--- config.mk ---
export PLATFORM = sky130hd
export DESIGN_NAME = systolic_x_skew_feeder
export DESIGN_NICKNAME = d
export VERILOG_FILES = /design/src/rtl/systolic_x_skew_feeder.sv
export SDC_FILE = /design/constraint.sdc
export NUM_CORES = 1
export LEC_CHECK = 0
export ABC_AREA = 1
export CAP_MARGIN = 20
export CORE_MARGIN = 3
export CORE_UTILIZATION = 26
export CTS_CLUSTER_DIAMETER = 40
export DETAILED_ROUTE_END_ITERATION = 6
export DONT_BUFFER_PORTS = 1
export PLACE_DENSITY_LB_ADDON = 0.25
export REMOVE_ABC_BUFFERS = 1
export SLEW_MARGIN = 20
export SYNTH_ARGS = -nofsm -noshare
export SYNTH_HDL_FRONTEND = slang
export SYNTH_SLANG_ARGS = --single-unit
export TNS_END_PERCENT = 20
--- constraint.sdc ---
create_clock -name I_CLK -period 4.2 [get_ports I_CLK]
set_clock_uncertainty 0.15 [all_clocks]
set_input_delay 0.63 -clock I_CLK [delete_from_list [all_inputs] [get_ports I_CLK]]
set_output_delay 0.63 -clock I_CLK [all_outputs]
set_load 0.05 [all_outputs]
--- src/rtl/systolic_x_skew_feeder.sv ---
// Left-edge X feeder for the systolic array: takes one column per beat and delays
// row i by i cycles so the PE rows see a diagonal wavefront; tracks tile length.

module systolic_x_skew_lane #(
    parameter int DW    = 16,
    parameter int DEPTH = 1
) (
    input  logic          clk_i,
    input  logic          rst_i,
    input  logic          vld_i,
    input  logic [DW-1:0] data_i,
    output logic          vld_o,
    output logic [DW-1:0] data_o
);
    logic [DEPTH-1:0]         vld_q;
    logic [DEPTH-1:0][DW-1:0] dat_q;

    // Free-running shift: the array never backpressures.
    always_ff @(posedge clk_i) begin
        if (rst_i) begin
            vld_q <= '0;
            dat_q <= '0;
        end else begin
            vld_q[0] <= vld_i;
            dat_q[0] <= data_i;
            for (int k = 1; k < DEPTH; k++) begin
                vld_q[k] <= vld_q[k-1];
                dat_q[k] <= dat_q[k-1];
            end
        end
    end

    assign vld_o  = vld_q[DEPTH-1];
    assign data_o = dat_q[DEPTH-1];
endmodule

module systolic_x_skew_feeder #(
    parameter int ROWS  = 8,
    parameter int DW    = 16,
    parameter int LEN_W = 8
) (
    input  logic                 I_CLK,
    input  logic                 I_RST,
    input  logic                 I_START,
    input  logic [LEN_W-1:0]     I_LEN,
    input  logic                 I_VLD,
    input  logic [ROWS*DW-1:0]   I_DATA,
    output logic                 O_RDY,
    output logic [ROWS-1:0]      O_X_VLD,
    output logic [ROWS*DW-1:0]   O_X,
    output logic                 O_BUSY,
    output logic                 O_DONE
);
    // One counter serves both beat counting and the drain countdown.
    localparam int CNT_W = (LEN_W > $clog2(ROWS + 1)) ? LEN_W : $clog2(ROWS + 1);
    localparam logic [CNT_W-1:0] DRAIN_INIT = CNT_W'(ROWS - 1);

    typedef enum logic [1:0] {S_IDLE, S_FEED, S_DRAIN} state_t;

    state_t             state_q, state_d;
    logic [CNT_W-1:0]   cnt_q, cnt_d;
    logic [LEN_W-1:0]   len_q, len_d;
    logic               done_q, done_d;
    logic               accept;
    logic [ROWS-1:0][DW-1:0] lane_in, lane_out;

    assign O_RDY  = (state_q == S_FEED);
    assign O_BUSY = (state_q != S_IDLE);
    assign O_DONE = done_q;
    assign accept = I_VLD & O_RDY;

    always_ff @(posedge I_CLK) begin
        if (I_RST) begin
            state_q <= S_IDLE;
            cnt_q   <= '0;
            len_q   <= '0;
            done_q  <= 1'b0;
        end else begin
            state_q <= state_d;
            cnt_q   <= cnt_d;
            len_q   <= len_d;
            done_q  <= done_d;
        end
    end

    always_comb begin
        state_d = state_q;
        cnt_d   = cnt_q;
        len_d   = len_q;
        done_d  = 1'b0;
        case (state_q)
            S_IDLE: begin
                if (I_START) begin
                    if (I_LEN != '0) begin
                        len_d   = I_LEN;
                        cnt_d   = '0;
                        state_d = S_FEED;
                    end else begin
                        done_d  = 1'b1;
                    end
                end
            end
            S_FEED: begin
                if (accept) begin
                    if (cnt_q == CNT_W'(len_q - LEN_W'(1))) begin
                        state_d = S_DRAIN;
                        cnt_d   = DRAIN_INIT;
                        // Single-row array: the last beat surfaces in the first drain cycle.
                        done_d  = (ROWS == 1);
                    end else begin
                        cnt_d   = cnt_q + CNT_W'(1);
                    end
                end
            end
            S_DRAIN: begin
                if (cnt_q == '0) begin
                    state_d = S_IDLE;
                end else begin
                    cnt_d  = cnt_q - CNT_W'(1);
                    done_d = (cnt_q == CNT_W'(1));
                end
            end
            default: state_d = S_IDLE;
        endcase
    end

    // Non-accepted cycles inject zero data so invalid slots never carry stale values.
    for (genvar r = 0; r < ROWS; r++) begin : g_row
        assign lane_in[r] = accept ? I_DATA[r*DW +: DW] : '0;

        systolic_x_skew_lane #(
            .DW    (DW),
            .DEPTH (r + 1)
        ) u_lane (
            .clk_i  (I_CLK),
            .rst_i  (I_RST),
            .vld_i  (accept),
            .data_i (lane_in[r]),
            .vld_o  (O_X_VLD[r]),
            .data_o (lane_out[r])
        );

        assign O_X[r*DW +: DW] = lane_out[r];
    end
endmodule

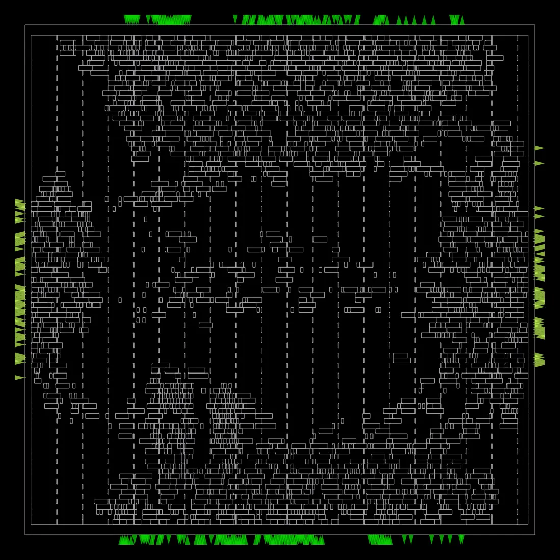
final_placement.png
flop share of the area: 50.3%
tapcell count: 940
num rows: 97
Layout Utilization: 33.9%
fillcell total: 7278

==> results.toml <==
# generated from flow reports
[cells_and_area]
lay_top_cells = "609 x nor2_1, 605 x inv_1, 603 x dfxtp_1"
instances_no_fill = 3297
clockBufferCount = 115
regArea_um2 = 12100
num-nets-final = 2413
num-multi-input-gates = 772
mostFrequentLayoutCell = "nor2_1"
inv_count = 619

[yosys]
ys_seq_share_pct = 64.3
synthTopLogicFamily = "buffers and inverters"
synthCells = 2186
syn-cell-area_um2 = 18800
synth.area.mux_share_pct = 0
edf_count = 0
yosys_most_used_dff = "dfxtp_1"

[power_and_ir_drop]
power_density_nw_per_um2 = 624
pwr.group.clock_mw = 8.10
vdd_drop_max_mv = 0.285
internal-power_mw = 11.4

[global_route]
grt-ovfl-total = 0

[setup_path]
worstPathArrival_ns = 1.73
cp_slowest_stage_delay_ns = 0.40
critical_path_buf_inv_count = 2
cp-startpoint = "state_q[0]"
cp-start-kind = "register"
rrSetupSlack_ns = 1.94
worstPathRequired_ns = 3.42

[place]
dp.cells = 2936
hpwl_um = 20000

[die]
dieArea_um2 = 75500
pin_count = 279

[worst_hold_path]
holdPathStages = 2

[outcome]
outcome = "complete, no violations"

[sta]
tightest_slew_ns = 1.01
hold_violations = 0
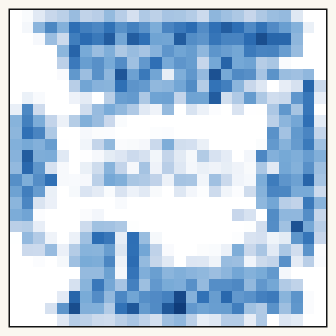
density.png
The die is cut into 27 by 27 equal tiles; white is low, dark blue is high, 0 to 100% covered.
emptiest ninth of the die	center
tiles over 75% full	4.0%
mean over tiles	30%
densest ninth of the die	top center
fullest tile	95%
nearly empty tiles	25%

layer usage:
metal / track usage [%] / vias up / part of all wire, %
li1: - / 6123 / -
met1: 10.4 / 5130 / 42
met2: 15.9 / 222 / 47
met3: 3.61 / 86 / 7.1
met4: 4.47 / 0 / 3.2
met5: 0 / - / 0
synthesized netlist by cell type, types with 3 or more instances:
cell	instances	area [um^2]
nand4_1	3	18.8
nand3_1	23	115
nor2_2	3	18.8
buf_2	4	20.0
dfxtp_1	603	12100
nor2_4	3	33.8
a21oi_1	16	80.1
nand2_1	72	270
ha_1	7	87.6
buf_4	123	923
clkbuf_1	61	229
inv_4	4	25.0
nor2_1	609	2290
xor2_1	7	61.3
inv_1	605	2270
inv_2	9	33.8
o21ai_0	10	50.1
nand2_2	3	18.8
